**src/rtl/univ_shift_reg.sv**
```systemverilog
// univ_shift_reg
// Parametrised universal shift register with a built-in serialiser sequencer.
// Manual modes: shift right/left, rotate right/left, parallel load and clear.
// The sequencer loads a word and shifts it out over exactly WIDTH cycles.
// It then pulses done for one cycle. Reset is synchronous and active-high.

module univ_shift_reg #(
    parameter int               WIDTH   = 8,
    parameter logic [WIDTH-1:0] RST_VAL = '0
) (
    input  logic             clk,
    input  logic             rst,
    input  logic [2:0]       mode,
    input  logic             s_in,
    input  logic [WIDTH-1:0] p_in,
    input  logic             start,
    input  logic             dir,
    output logic             busy,
    output logic             done,
    output logic             s_out,
    output logic [WIDTH-1:0] Q
);

    // Counter must be able to hold the value WIDTH itself.
    localparam int CW = $clog2(WIDTH + 1);

    localparam logic [2:0] MODE_HOLD  = 3'b000;
    localparam logic [2:0] MODE_SHR   = 3'b001;
    localparam logic [2:0] MODE_SHL   = 3'b010;
    localparam logic [2:0] MODE_ROTR  = 3'b011;
    localparam logic [2:0] MODE_ROTL  = 3'b100;
    localparam logic [2:0] MODE_LOAD  = 3'b101;
    localparam logic [2:0] MODE_CLEAR = 3'b110;

    typedef enum logic [1:0] {
        S_IDLE  = 2'd0,
        S_SHIFT = 2'd1,
        S_DONE  = 2'd2
    } state_t;

    state_t           r_state;
    logic [WIDTH-1:0] r_q;
    logic [CW-1:0]    r_cnt;
    logic             r_dir;

    // Candidate next values for every single-place move of the register.
    logic [WIDTH-1:0] w_shr_next;
    logic [WIDTH-1:0] w_shl_next;
    logic [WIDTH-1:0] w_rotr_next;
    logic [WIDTH-1:0] w_rotl_next;
    logic [WIDTH-1:0] w_man_next;
    logic [WIDTH-1:0] w_seq_next;
    logic             w_act_dir;

    // Build the shift and rotate results one bit at a time.
    // The end bits take either s_in or the wrapped-around bit.
    genvar gi;
    generate
        for (gi = 0; gi < WIDTH; gi = gi + 1) begin : g_bits
            if (gi == WIDTH - 1) begin : g_msb
                assign w_shr_next[gi]  = s_in;
                assign w_rotr_next[gi] = r_q[0];
            end else begin : g_not_msb
                assign w_shr_next[gi]  = r_q[gi + 1];
                assign w_rotr_next[gi] = r_q[gi + 1];
            end

            if (gi == 0) begin : g_lsb
                assign w_shl_next[gi]  = s_in;
                assign w_rotl_next[gi] = r_q[WIDTH - 1];
            end else begin : g_not_lsb
                assign w_shl_next[gi]  = r_q[gi - 1];
                assign w_rotl_next[gi] = r_q[gi - 1];
            end
        end
    endgenerate

    // Manual-mode next value. Codes 000 and 111 both hold the register.
    always_comb begin
        w_man_next = r_q;
        case (mode)
            MODE_HOLD:  w_man_next = r_q;
            MODE_SHR:   w_man_next = w_shr_next;
            MODE_SHL:   w_man_next = w_shl_next;
            MODE_ROTR:  w_man_next = w_rotr_next;
            MODE_ROTL:  w_man_next = w_rotl_next;
            MODE_LOAD:  w_man_next = p_in;
            MODE_CLEAR: w_man_next = '0;
            default:    w_man_next = r_q;
        endcase
    end

    // The sequencer only ever shifts. It never rotates, so s_in fills the vacated end.
    assign w_seq_next = r_dir ? w_shl_next : w_shr_next;

    // Single FSM: reset wins, then the sequencer, then the manual mode.
    always_ff @(posedge clk) begin
        if (rst) begin
            r_q     <= RST_VAL;
            r_state <= S_IDLE;
            r_cnt   <= '0;
            r_dir   <= 1'b0;
        end else begin
            case (r_state)
                S_IDLE: begin
                    if (start) begin
                        r_q     <= p_in;
                        r_dir   <= dir;
                        r_cnt   <= CW'(WIDTH);
                        r_state <= S_SHIFT;
                    end else begin
                        r_q <= w_man_next;
                    end
                end
                S_SHIFT: begin
                    r_q   <= w_seq_next;
                    r_cnt <= r_cnt - CW'(1);
                    if (r_cnt == CW'(1)) begin
                        r_state <= S_DONE;
                    end
                end
                S_DONE: begin
                    // Q holds here. A start seen in this state is dropped rather than queued.
                    r_state <= S_IDLE;
                end
                default: begin
                    r_state <= S_IDLE;
                end
            endcase
        end
    end

    // Status flags are decoded straight from the registered state.
    assign busy = (r_state == S_SHIFT);
    assign done = (r_state == S_DONE);

    // Select the active direction.
    // While the sequencer owns the register, the latched direction is used.
    // Otherwise the direction implied by the manual mode is used.
    assign w_act_dir = (r_state != S_IDLE) ? r_dir
                                           : ((mode == MODE_SHL) || (mode == MODE_ROTL));

    assign s_out = w_act_dir ? r_q[WIDTH - 1] : r_q[0];
    assign Q     = r_q;

endmodule

```
**config.mk**
```make
export PLATFORM = sky130hd
export DESIGN_NAME = univ_shift_reg
export DESIGN_NICKNAME = d
export VERILOG_FILES = /design/src/rtl/univ_shift_reg.sv
export SDC_FILE = /design/constraint.sdc
export NUM_CORES = 1
export LEC_CHECK = 0
export ABC_AREA = 1
export ABC_CLOCK_PERIOD_IN_PS = 1100
export CAP_MARGIN = 25
export CORE_UTILIZATION = 45
export DETAILED_ROUTE_END_ITERATION = 6
export PLACE_DENSITY = 0.78
export SETUP_SLACK_MARGIN = 0.05
export SYNTH_ARGS = -nofsm -noshare
export SYNTH_HDL_FRONTEND = slang
export SYNTH_SLANG_ARGS = --single-unit
```
**constraint.sdc**
```tcl
create_clock -name clk -period 1.1 [get_ports clk]
set_input_delay 0.11 -clock clk [delete_from_list [all_inputs] [get_ports clk]]
set_output_delay 0.11 -clock clk [all_outputs]
set_load 0.005 [all_outputs]
```
==> impl_metrics.yaml, run 1 <==
# implementation run metrics
logic_synthesis:
  logic_family: "simple AND/OR/NAND/NOR gates"
  netlist_instances: 192
  top_area_frac: 0.2532
  synth_seq_share: 0.2532
  synth.most_common_cell: "nand2_1"
  syn_nets: 210
  aoi_share: 0.3059
  dominantRegCellSynth: "dfxtp_1"
  ys_cells: 192
  syn_avg_cell_area_sq_um: 6.178
  synth.top_cells.by_count: "nand2_1, o21ai_0, inv_1"
  area_leaders: "dfxtp_1, nand2_1, o21ai_0, inv_1, a21oi_2"
  ys_types: 24
  async_flop_share: 0
  top_area_cell: "dfxtp_1"
  ys_area_sq_mm: 0.001186
  synthAdderAreaFrac: 0.02110
  ys_warn_count: 0
  xor_area_frac: 0
  netlist_area_sq_mm: 0.001186
  edf_count: 0
worst_setup_path:
  path_buffers: 2
  r2r_start: "r_state[1]$_SDFFE_PP0P_"
  end_kind: "primary output"
  crit_arrival_ns: 1.35
  r2r.worst_path.cells: 9
  critPathMaxFanout: 3
  cp-startpoint: "r_state[1]$_SDFFE_PP0P_"
  crit_family: "flip-flops"
  timing.rr.end: "r_cnt[3]$_SDFFE_PP0P_"
  path_class: "reg2out"
  crit_chain: "buf_6 -> nor2_4 -> nand2_2 -> o21ai_2 -> nand2_1 -> o21ai_1 -> buf_2"
  critPathLaunchType: "register"
  path_depth: 7
routing:
  wl_met2_mm: 2.242
  wl_per_cell_microns: 15.41
  wl_met1_mm: 1.716
  drc: 0
  first_pass_iters: 4
  top_layer: "met4"
  viasPerCell: 5.752
  route.met3.wl_microns: 264
global_routing:
  track_usage: 0.3296
  antenna_found_initial: 0
  grt_util_met2: 0.5521
  busiest_layer: "met2"
  grt_pass1_wl_mm: 6.831
  grt_pass1_vias: 1604
  overflow: 0
  grt_max_degree: 18
flow_run:
  maxCapViolations: 0
  warnings: 30
power_and_ir_drop:
  power_density_mw_per_mm2: 987.3
  p_total_mw: 2.042
  p_leak_nw: 0.9470
finish:
  n_antenna_cell: 0
  largest_reg_flops: 8
  logic_gates: 145
  largest_class: "combinational gates"
  seq_cells: 15
  final_core_util: 0.8348
  clkCellAreaFrac: 0.01452
  final_cell_mix: "nand2_1, buf_4, inv_1, a21oi_2, o21ai_0"
  buf_share: 0.2952
  drive_gt1_frac: 0.5117
  n_all_inverters: 26
  logic_area_sq_um: 972.2
  signal_buffers: 66
  seqCellArea_sq_um: 315.3
  nets: 275
  nClkBuffers: 3
  seq-cell-share: 0.1525
  final_area_sq_mm: 0.002068
  fillCellCount: 147
clock_tree:
  cts_htree_levels: 1
  numCtsBuffers: 3
  clock_path_buffers: 2
  clkLatencyLatePin_ns: 0.31
  cts_root_buffer: "clkbuf_4"
  clock-sinks: 15
  cts_tree: "done"
  post_cts_resized: 101
floorplanning:
  n_tap_cell: 30
  chipArea_sq_mm: 0.002845
  ios: 27
  fp-row-count: 18
  fp_util: 0.4788
sta:
  maxSlewHeadroom: 0.6784
  final-setup-viol-count: 17
  slew_viol_final: 0
  report.final.hold_viol_count: 0
  setup_ws_ns: -0.3628
  fmax_mhz: 683.6
  rsz0062_at_grt: "true"
  finClkSkew_ns: 0.008989
  hold_ws_ns: 0.4522
place:
  placed_cell_area_sq_mm: 0.001653
  place_ws_ns: -0.7853
  dp_hpwl_mm: 2.516
  placed_cells: 267
worst_hold_path:
  hold_path_class: "in2reg"
run_status:
  violations: "negative setup slack"
  outcome: "complete, but fails checks"
[run 1: how the worst min path moves through the flow]
stage               depth (start not counted)  slack [ns]                       to
finish                                      3        0.45       r_dir$_SDFFE_PP0P_
global route                                3        0.45       r_dir$_SDFFE_PP0P_
CTS                                         6        0.47        Q[7]$_SDFFE_PP0P_
detailed placement                          2        0.48    r_cnt[3]$_SDFFE_PP0P_
global placement                            2        0.45    r_cnt[3]$_SDFFE_PP0P_
floorplan                                   1        0.17  r_state[0]$_SDFFE_PP0P_
[run 1: power breakdown]
group / internal [mW] / switching (mW) / total, mW / leakage (nW)
logic: 0.461 / 0.545 / 1.01 / 0.805
clock network: 0.139 / 0.234 / 0.373 / 0.0139
registers: 0.615 / 0.0477 / 0.662 / 0.128
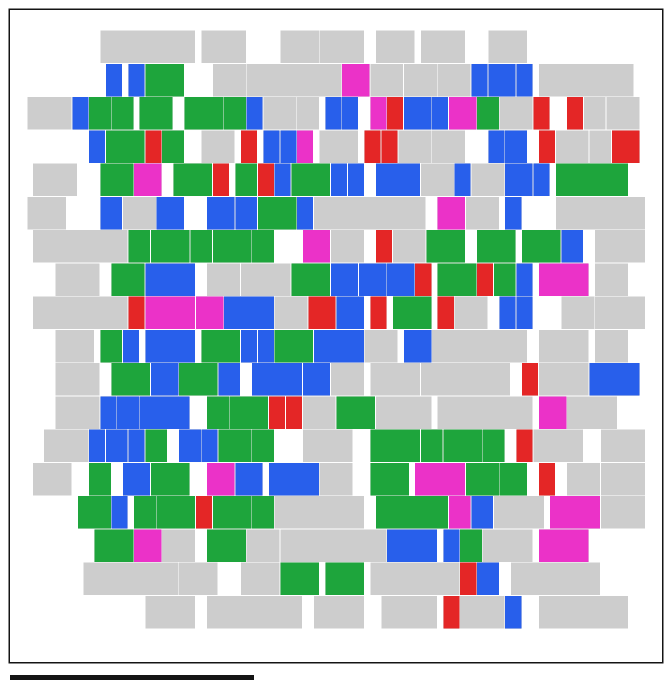
*Logic cells by family, run 1*
The bar under the picture is 20 microns long.
blue -> NAND gates  # cells 67
magenta -> NOR gates  # cells 17, where widely spread
red -> inverters  # cells 26
green -> inverting AOI/OAI gates  # cells 59
most numerous logic cell after layout: nand2_1
Post-Layout Cell Count: 286
multi-input combinational area share: 0.4701

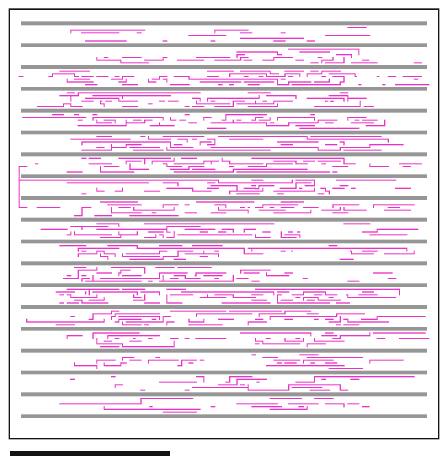
*The metal 1 layer, run 1*
The bar under the picture is 20 microns long. Supply wires on this layer in gray.
main direction = horizontal
wire length on this layer = 1720 microns
nets with wire on the layer = 243
share of all routed wire = 39%
longest straight run = 24.8 microns
detailed-route wire length: 4.407 mm
via count: 1645
M1 GR Usage: 0.3652

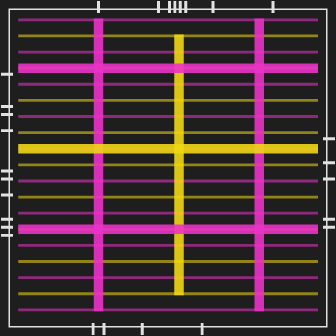
*Floorplan with the power grid, run 1*
Pins as bars on the die edge.
magenta -> VSS
yellow -> VDD
met5 straps = 3
rows = 18
met4 straps = 3
Core Area: 0.002477 sq mm
Die Span Y: 53.34 microns

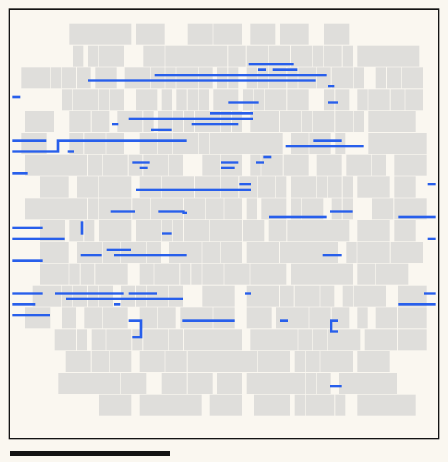
*The metal 3 layer, run 1*
The bar under the picture is 20 microns long. Cells faint in the background.
wire length on this layer = 264 microns
nets with wire on the layer = 41
main direction = horizontal
longest straight run = 28.1 microns
met3 Use GR: 0.08333

### Congestion heat map, run 1

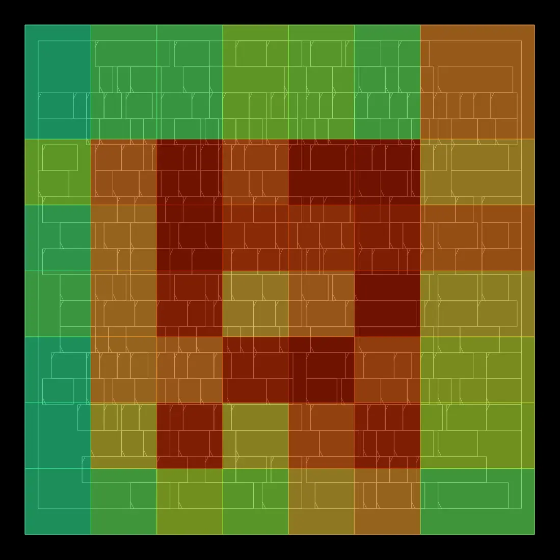

==> run 2, diff against run 1 <==
- PLACE_DENSITY: 0.78 -> unset
- PLACE_DENSITY_LB_ADDON: unset -> 0.3
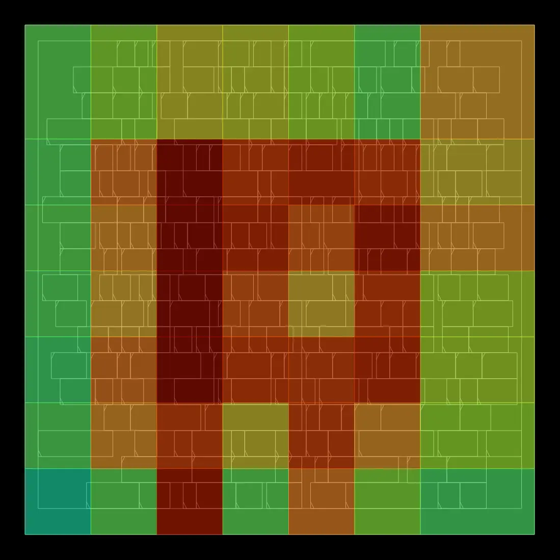
*Congestion heat map, run 2*
M1 GR Usage: 0.3585
GRT Resource Usage Total: 0.2838
met2 usage: 0.4792

==> run 2 against run 1 <==
The flow still finishes with violations (negative setup slack); routed wire length increased by 9.3%; cell count decreased by 0.35%; clock skew decreased by 0.0077 ns; global-route usage decreased by 4.6 points; hold slack got worse by 0.015 ns; sequential share of layout area increased by 0.17 points; first-iteration DRC count increased by 4.4%; power about the same; highest routed layer unchanged; critical endpoint is now Q[1]$_SDFFE_PP0P_.
==> impl_metrics.yaml, run 2 <==
# implementation run metrics
finish:
  nClkBuffers: 3
  clkCellAreaFrac: 0.01356
  nets: 274
  seqCellArea_sq_um: 312.8
  n_antenna_cell: 0
  signal_buffers: 65
  final_area_sq_mm: 0.002029
  buf_share: 0.3027
  final_cell_mix: "nand2_1, buf_4, inv_1, a21oi_2, o21ai_0"
  fillCellCount: 156
power_and_ir_drop:
  pwr-share-clk: 0.170
  p_leak_nw: 0.9347
  clock_power_uw: 347
  p_switching_uw: 810.6
  internal_power_mw: 1.231
  maxPowerGroup: "combinational logic"
  pg_comb_mw: 1.04
  p_total_mw: 2.042
  p_comb_frac: 0.509
routing:
  viasPerCell: 5.951
  route.met3.wl_microns: 450
  drc: 0
  wl_per_cell_microns: 16.91
  wl_met2_mm: 2.319
  wl_met1_mm: 1.848
global_routing:
  grt_pass1_vias: 1336
  busiest_layer: "met2"
  antenna_found_initial: 0
floorplanning:
  n_tap_cell: 30
  fp.dieH_microns: 53.34
  ios: 27
  fp_util: 0.4788
logic_synthesis:
  synth.most_common_cell: "nand2_1"
  aoi_share: 0.3059
  synth_seq_share: 0.2532
  netlist_instances: 192
  logic_family: "simple AND/OR/NAND/NOR gates"
  top_area_cell: "dfxtp_1"
  synthAdderAreaFrac: 0.02110
  top_area_frac: 0.2532
worst_setup_path:
  critPathMaxFanout: 8
  path_buffers: 2
  r2r.worst_path.cells: 7
  r2r_start: "r_state[0]$_SDFFE_PP0P_"
  cp-startpoint: "r_state[0]$_SDFFE_PP0P_"
  crit_chain: "buf_6 -> nor2_4 -> o21ai_2 -> o21ai_4 -> clkbuf_16 -> nor2_2 -> a21oi_2"
  crit_family: "AND-OR/OR-AND gates"
  timing.rr.end: "Q[1]$_SDFFE_PP0P_"
clock_tree:
  numCtsBuffers: 3
  clock-sinks: 15
  clkLatencyLatePin_ns: 0.30
  post_cts_resized: 62
sta:
  setup_ws_ns: -0.2399
  report.final.hold_viol_count: 0
  final-setup-viol-count: 16
  hold_ws_ns: 0.4369
  fmax_mhz: 746.3
place:
  dp_hpwl_mm: 2.533
worst_hold_path:
  hold_depth: 3
run_status:
  violations: "negative setup slack"
  outcome: "complete, but fails checks"
flow_run:
  warnings: 30
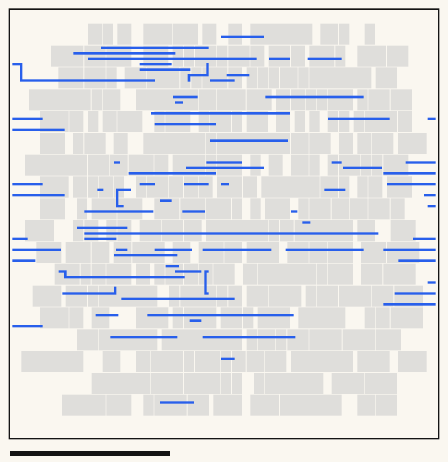
*The metal 3 layer, run 2*
The bar under the picture is 20 microns long. Cells faint in the background.
nets with wire on the layer = 52
main direction = horizontal
longest straight run = 36.3 microns
wire length on this layer = 450 microns
via count: 1696
met3 Use GR: 0.04023
detailed-route wire length: 4.819 mm

[run 2: netlist changes by cell type in the layout (fill, tap and decap cells not counted), moves of 2 or more]
cell | previous run | this run
buf_6 | 13 | 11
nand2_1 | 33 | 38
nand2_4 | 9 | 3
nor2_2 | 9 | 5
nor2_4 | 5 | 8
o21ai_1 | 4 | 6
o21ai_2 | 11 | 8
[run 2: logic make-up (layout without fill, tap and decap cells)]
kind of cell,after synthesis,count (layout)
simple gates,84,84
fa+ha+maj,2,2
compound gates,59,59
buf+inv,32,95
flops,15,15
[run 2: tightest hold or removal path: cells and delay by family]
family	cells	cell delay, ns
compound gates	2	0.16
buf+inv	1	0.42
==> run 3, diff against run 2 <==
- GPL_ROUTABILITY_DRIVEN: unset -> 0
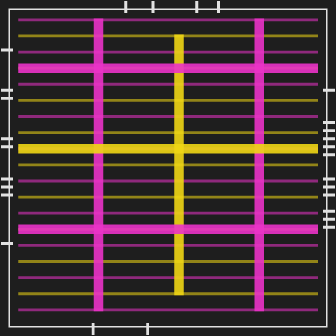
*Floorplan with the power grid, run 3*
Pins as bars on the die edge.
magenta -> VSS
yellow -> VDD
met4 straps = 3
met5 straps = 3
signal pins = 27
rows = 18
Die Wd: 53.34 microns
worst vdd ir: 0.9391 mV

==> run 3 against run 2 <==
The run still ends with negative setup slack left; combinational power hardly changed; sequential share of layout area stayed put; cell area stayed put; maximum frequency stayed put; clock-buffer cell count stayed put; clock power hardly changed; critical endpoint unchanged.
==> impl_metrics.yaml, run 3 <==
# implementation run metrics
worst_setup_path:
  path_depth: 7
  critPathMaxFanout: 8
  crit_family: "AND-OR/OR-AND gates"
  cp-startpoint: "r_state[0]$_SDFFE_PP0P_"
  r2r_start: "r_state[0]$_SDFFE_PP0P_"
  path_class: "reg2reg"
  crit_chain: "buf_6 -> nor2_4 -> o21ai_2 -> o21ai_4 -> clkbuf_16 -> nor2_2 -> a21oi_2"
  critPathLaunchType: "register"
  crit_arrival_ns: 1.58
flow_run:
  warnings: 30
  maxCapViolations: 0
finish:
  drive_gt1_frac: 0.4627
  signal_buffers: 65
  seq_cells: 15
  fillCellCount: 156
  largest_reg_flops: 8
  final_area_sq_mm: 0.002029
  nClkBuffers: 3
  final_core_util: 0.8192
  clkCellAreaFrac: 0.01356
  logic_area_sq_um: 934.6
  n_all_inverters: 26
  n_antenna_cell: 0
  largest_class: "combinational gates"
  final_common_cell: "nand2_1"
  final_cell_mix: "nand2_1, buf_4, inv_1, a21oi_2, o21ai_0"
clock_tree:
  cts_root_buffer: "clkbuf_4"
  post_cts_resized: 62
  cts_tree: "done"
  clock_path_buffers: 2
  clock-sinks: 15
  cts_htree_levels: 1
logic_synthesis:
  synth.most_common_cell: "nand2_1"
  ys_types: 24
  ys_warn_count: 0
  dominantRegCellSynth: "dfxtp_1"
  synth_seq_share: 0.2532
  edf_count: 0
  area_leaders: "dfxtp_1, nand2_1, o21ai_0, inv_1, a21oi_2"
  ys_cells: 192
power_and_ir_drop:
  pwr-share-clk: 0.170
  power_density_mw_per_mm2: 1006
  p_seq_uw: 656
  p_comb_frac: 0.509
  internal_power_mw: 1.231
  clock_power_uw: 347
  maxPowerGroup: "combinational logic"
routing:
  drc: 0
  wl_per_cell_microns: 16.91
  viasPerCell: 5.951
worst_hold_path:
  hold_depth: 3
  hold_path_class: "in2reg"
sta:
  setup_ws_ns: -0.2399
  finClkSkew_ns: 0.001316
  slew_viol_final: 0
  fmax_mhz: 746.3
  rsz0062_at_grt: "true"
  hold_ws_ns: 0.4369
  final-setup-viol-count: 16
  maxSlewHeadroom: 0.6948
global_routing:
  antenna_found_initial: 0
  overflow: 0
  grt_max_degree: 18
floorplanning:
  ios: 27
  fp-row-count: 18
  n_tap_cell: 30
run_status:
  violations: "negative setup slack"
  outcome: "complete, but fails checks"
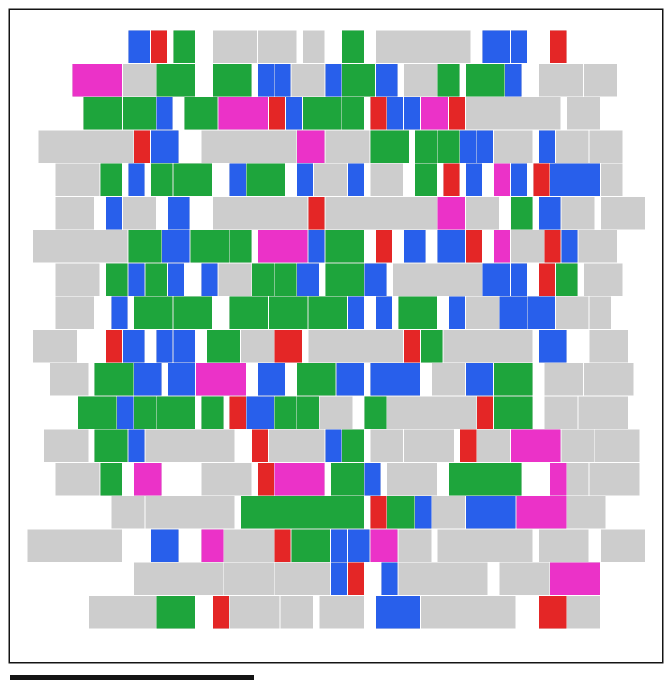
*Logic cells by family, run 3*
The bar under the picture is 20 microns long.
Post-Layout Cell Count: 285
multi-input combinational area share: 0.4605

==> run 3: cell counts in the layout (fill, tap and decap cells not counted) <==
Identical to the previous run, type by type.
==> run 3: layer usage <==
layer,GRT usage,part of all wire,vias up
met5,0,0,-
li1,-,-,758
met4,0.1053,0.042,0
met2,0.4792,0.48,116
met1,0.3585,0.38,795
met3,0.04023,0.093,27
==> run 3: tightest hold or removal path, cell delays in order <==
cell,delay [ns]
clkdlybuf4s50_1,0.42
o21ai_1,0.12
a21oi_1,0.04
==> run 3: logic make-up (layout without fill, tap and decap cells) <==
kind of cell | count (synthesis) | after routing | share of synthesized area
and+or+nand+nor | 84 | 84 | 0.3080
AOI/OAI and AO/OA | 59 | 59 | 0.3059
buffers and inverters | 32 | 95 | 0.1118
DFF | 15 | 15 | 0.2532
adders and majority gates | 2 | 2 | 0.02109
Power and IR drop assume default switching activity.
